Met1 routing:
Scale bar: 20 um.
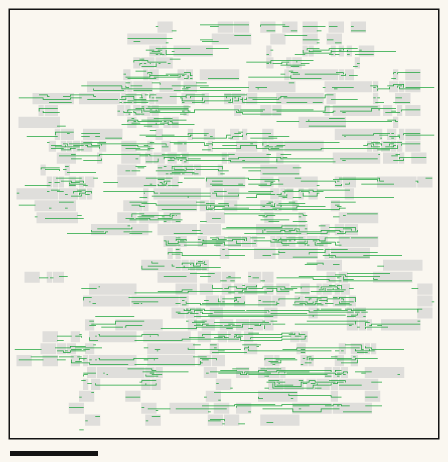
The metal 2 layer:
Scale bar: 20 um.
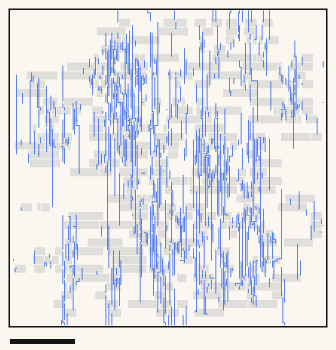
Met3 routing:
Scale bar: 20 um.
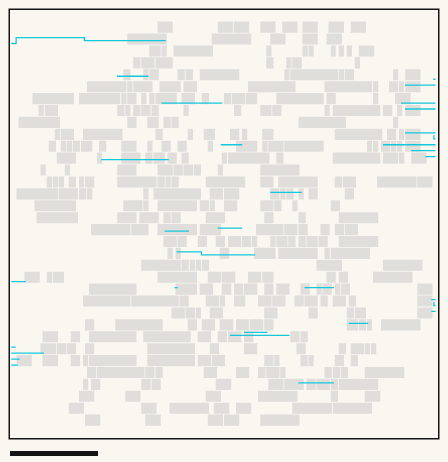
I/O pins on the die edge:
Scale bar: 20 um. Pins as bars across the die edge, other pins in gray.
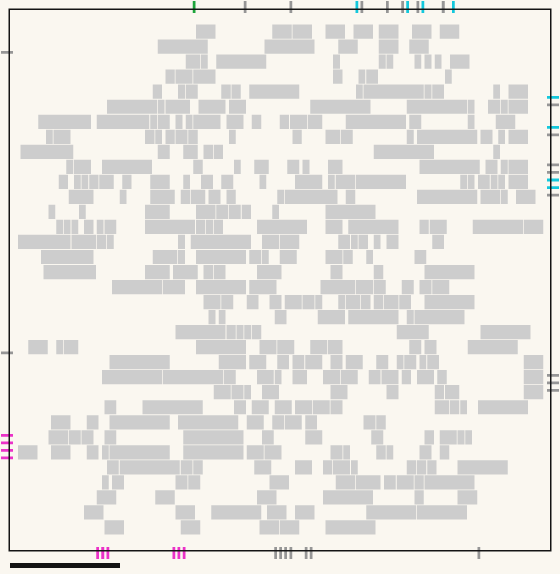
## src/rtl/dmx_framer.sv

```systemverilog
// DMX512 frame generator: idle mark, break, mark-after-break, start code and N data
// slots (8N2, LSB first), with slot data pulled one slot ahead through slot_count/slot_byte.
module dmx_framer #(
  parameter int CLK_HZ     = 12_000_000,
  parameter int BAUD       = 250_000,
  parameter int BREAK_BITS = 25,
  parameter int MAB_BITS   = 3,
  parameter int IDLE_BITS  = 2,
  parameter int MAX_SLOTS  = 512,
  parameter int SW         = $clog2(MAX_SLOTS + 1)
) (
  input  logic          CLK12,
  input  logic          RST,
  input  logic          enable,
  input  logic [SW-1:0] num_slots,
  input  logic [7:0]    start_code,
  output logic [SW-1:0] slot_count,
  input  logic [7:0]    slot_byte,
  output logic          dmx_data,
  output logic          frame_start,
  output logic          frame_done,
  output logic          busy
);

  localparam int DIV  = CLK_HZ / BAUD;
  localparam int DW   = $clog2(DIV);
  localparam int M1   = (BREAK_BITS > MAB_BITS) ? BREAK_BITS : MAB_BITS;
  localparam int M2   = (M1 > IDLE_BITS) ? M1 : IDLE_BITS;
  localparam int MAXB = (M2 > 11) ? M2 : 11;
  localparam int BW   = $clog2(MAXB);

  localparam logic [SW-1:0] MAX_N     = SW'(MAX_SLOTS);
  localparam logic [BW-1:0] IDLE_LAST = BW'(IDLE_BITS - 1);
  localparam logic [BW-1:0] BRK_LAST  = BW'(BREAK_BITS - 1);
  localparam logic [BW-1:0] MAB_LAST  = BW'(MAB_BITS - 1);
  localparam logic [BW-1:0] SLOT_LAST = BW'(10);

  typedef enum logic [1:0] {S_IDLE, S_BREAK, S_MAB, S_SLOTS} state_t;

  state_t        state_q, state_d;
  logic [DW-1:0] baud_q;
  logic [BW-1:0] bit_q, bit_d;
  logic [SW-1:0] slot_cnt_q, slot_cnt_d;
  logic [SW-1:0] cur_q, cur_d;
  logic [SW-1:0] n_q, n_d;
  logic [10:0]   shift_q, shift_d;
  logic          dmx_q, dmx_d;
  logic          fs_q, fs_d;
  logic          fd_q, fd_d;
  logic          busy_q, busy_d;
  logic          tick;

  assign tick = (baud_q == '0);

  function automatic logic [SW-1:0] clamp_slots(input logic [SW-1:0] n);
    return (n > MAX_N) ? MAX_N : n;
  endfunction

  always_comb begin
    state_d    = state_q;
    bit_d      = bit_q;
    slot_cnt_d = slot_cnt_q;
    cur_d      = cur_q;
    n_d        = n_q;
    shift_d    = shift_q;
    dmx_d      = dmx_q;
    fs_d       = 1'b0;
    fd_d       = 1'b0;
    busy_d     = busy_q;
    if (tick) begin
      unique case (state_q)
        S_IDLE: begin
          if (bit_q != '0) begin
            bit_d = bit_q - BW'(1);
          end else if (enable) begin
            state_d = S_BREAK;
            bit_d   = BRK_LAST;
            dmx_d   = 1'b0;
            n_d     = clamp_slots(num_slots);
            fs_d    = 1'b1;
            busy_d  = 1'b1;
          end
        end
        S_BREAK: begin
          if (bit_q != '0) begin
            bit_d = bit_q - BW'(1);
          end else begin
            state_d = S_MAB;
            bit_d   = MAB_LAST;
            dmx_d   = 1'b1;
          end
        end
        S_MAB: begin
          if (bit_q != '0) begin
            bit_d = bit_q - BW'(1);
          end else begin
            state_d    = S_SLOTS;
            bit_d      = SLOT_LAST;
            shift_d    = {2'b11, start_code, 1'b0};
            dmx_d      = 1'b0;
            cur_d      = '0;
            slot_cnt_d = (n_q != '0) ? SW'(1) : '0;
          end
        end
        S_SLOTS: begin
          if (bit_q != '0) begin
            bit_d   = bit_q - BW'(1);
            shift_d = {1'b1, shift_q[10:1]};
            dmx_d   = shift_q[1];
          end else if (cur_q == n_q) begin
            state_d    = S_IDLE;
            bit_d      = IDLE_LAST;
            dmx_d      = 1'b1;
            slot_cnt_d = '0;
            fd_d       = 1'b1;
            busy_d     = 1'b0;
          end else begin
            // slot_count already points at the slot being loaded; it holds at N once reached
            bit_d   = SLOT_LAST;
            shift_d = {2'b11, slot_byte, 1'b0};
            dmx_d   = 1'b0;
            cur_d   = cur_q + SW'(1);
            if (slot_cnt_q != n_q) slot_cnt_d = slot_cnt_q + SW'(1);
          end
        end
        default: state_d = S_IDLE;
      endcase
    end
  end

  always_ff @(posedge CLK12 or posedge RST) begin
    if (RST) begin
      state_q    <= S_IDLE;
      baud_q     <= DW'(DIV - 1);
      bit_q      <= IDLE_LAST;
      slot_cnt_q <= '0;
      cur_q      <= '0;
      dmx_q      <= 1'b1;
      fs_q       <= 1'b0;
      fd_q       <= 1'b0;
      busy_q     <= 1'b0;
    end else begin
      state_q    <= state_d;
      baud_q     <= tick ? DW'(DIV - 1) : baud_q - DW'(1);
      bit_q      <= bit_d;
      slot_cnt_q <= slot_cnt_d;
      cur_q      <= cur_d;
      dmx_q      <= dmx_d;
      fs_q       <= fs_d;
      fd_q       <= fd_d;
      busy_q     <= busy_d;
    end
  end

  // Shifter and latched slot count only matter once loaded, so they carry no reset
  always_ff @(posedge CLK12) begin
    shift_q <= shift_d;
    n_q     <= n_d;
  end

  assign slot_count  = slot_cnt_q;
  assign dmx_data    = dmx_q;
  assign frame_start = fs_q;
  assign frame_done  = fd_q;
  assign busy        = busy_q;

endmodule
```

## config.mk

```make
export PLATFORM = sky130hd
export DESIGN_NAME = dmx_framer
export DESIGN_NICKNAME = d
export VERILOG_FILES = /design/src/rtl/dmx_framer.sv
export SDC_FILE = /design/constraint.sdc
export NUM_CORES = 1
export LEC_CHECK = 0
export CAP_MARGIN = 20
export CORE_UTILIZATION = 35
export DETAILED_ROUTE_END_ITERATION = 8
export GPL_ROUTABILITY_DRIVEN = 1
export HOLD_SLACK_MARGIN = 0.05
export PLACE_DENSITY_LB_ADDON = 0.12
export SLEW_MARGIN = 20
export SYNTH_ARGS = -nofsm -noshare
export SYNTH_HDL_FRONTEND = slang
export SYNTH_SLANG_ARGS = --single-unit
```

## constraint.sdc

```tcl
create_clock -name CLK12 -period 3.4 [get_ports CLK12]
set_input_delay 0.68 -clock CLK12 [delete_from_list [all_inputs] [get_ports CLK12]]
set_output_delay 0.68 -clock CLK12 [all_outputs]
set_load 0.05 [all_outputs]
```

==> summary.txt <==
run metrics: status finished with violations, failing checks design-rule violations, Synth async-reset ratio 67.3%, Combinational Power Share 4.5%, busiest layer in global routing met2, most numerous logic cell after layout clkdlybuf4s50_1, layout cell share with drive strength beyond 1 7.18%, Rows 34, Post-synth area hogs dfrtp_1, edfxtp_1, dfstp_2, tool warnings 31, CTS clk-pin slew, worst paths 100 ps, Ports 43, worst reg-to-reg setup slack 820 ps, min Tclk post-route 2580 ps, Reg power frac 55.9%, Max Cap Viol 0, Synthesis Warnings 0, met1 GRT Util 23.3%, Syn Inst Count 338, maximum number of pins on one net before global-route repair 38, post-synth cell types 55, clk buf depth 2, final wirelength 7400 um, CP max-delay cell or4b_4, CTS buffer count 5, PortBufs 42, total number of sequential cells 55, Top Layer Used met4, FF-to-FF path depth 7, post-placement cell count 476, crit path cell chain inv_1 -> ha_1 -> or4b_4 -> and3b_2 -> o21ai_2 -> or3_1 -> o311ai_2, Largest cell class logic gates, Syn Nets 377, Comb area 0.00159 mm^2, Final non-clock buffer share 11.9%, WL met2 3430 um, Final Non-Filler Cells 484, XOR Share, Synth 6.00%, adder share 3.90%, routed length per instance 15.3 um, Root Buffer Master clkbuf_8, fin util 43.7%, combinational cell power 55.0 uW, Top pwr grp sequential cells, total global routing overflow 0, Chip Footprint 0.00956 mm^2, P_leak 1.50 nW, DRC violations left 4, hold wc startpoint baud_q[0], top cells by count nand2_1, dfrtp_1, nor2_1, grt met2 use 26.7%, Worst EP arrival 2800 ps, Hold Crit Depth 1, flop share of the area 38.3%, CP Class flip-flop to flip-flop, fin area 0.00385 mm^2, Dominant cell area share 23.4%, post-route ant nets 0, fin. max-slew vios 0, metal3 WL 213 um, vias in the first global route 2,597, TritonCTS clock tree yes, Dominant combinational family simple AND/OR/NAND/NOR gates
## Picture notes: 'met1 routing'
The layer holds 50% of the routed length. 375 nets have wire on it. The layer carries 3,670 um of wire. The longest straight run is 31.3 um. The wires run mostly horizontal.

## Picture notes: 'the metal 2 layer'
The longest straight run is 40.1 um. The wires run mostly vertical.

## Picture notes: 'met3 routing'
26 nets have wire on it. The layer carries 214 um of wire.

## Picture notes: 'I/O pins on the die edge'
Key: cyan = `start_code` [pins 8, direction input, edge 4 top, 4 right]; magenta = `num_slots` [pins 10, direction input, edge 6 bottom, 4 left]; green = `enable` [pins 1, direction input, edge top]
All pins by edge: 13 bottom, 12 top, 12 right, 6 left.

Power and IR drop assume default switching activity.
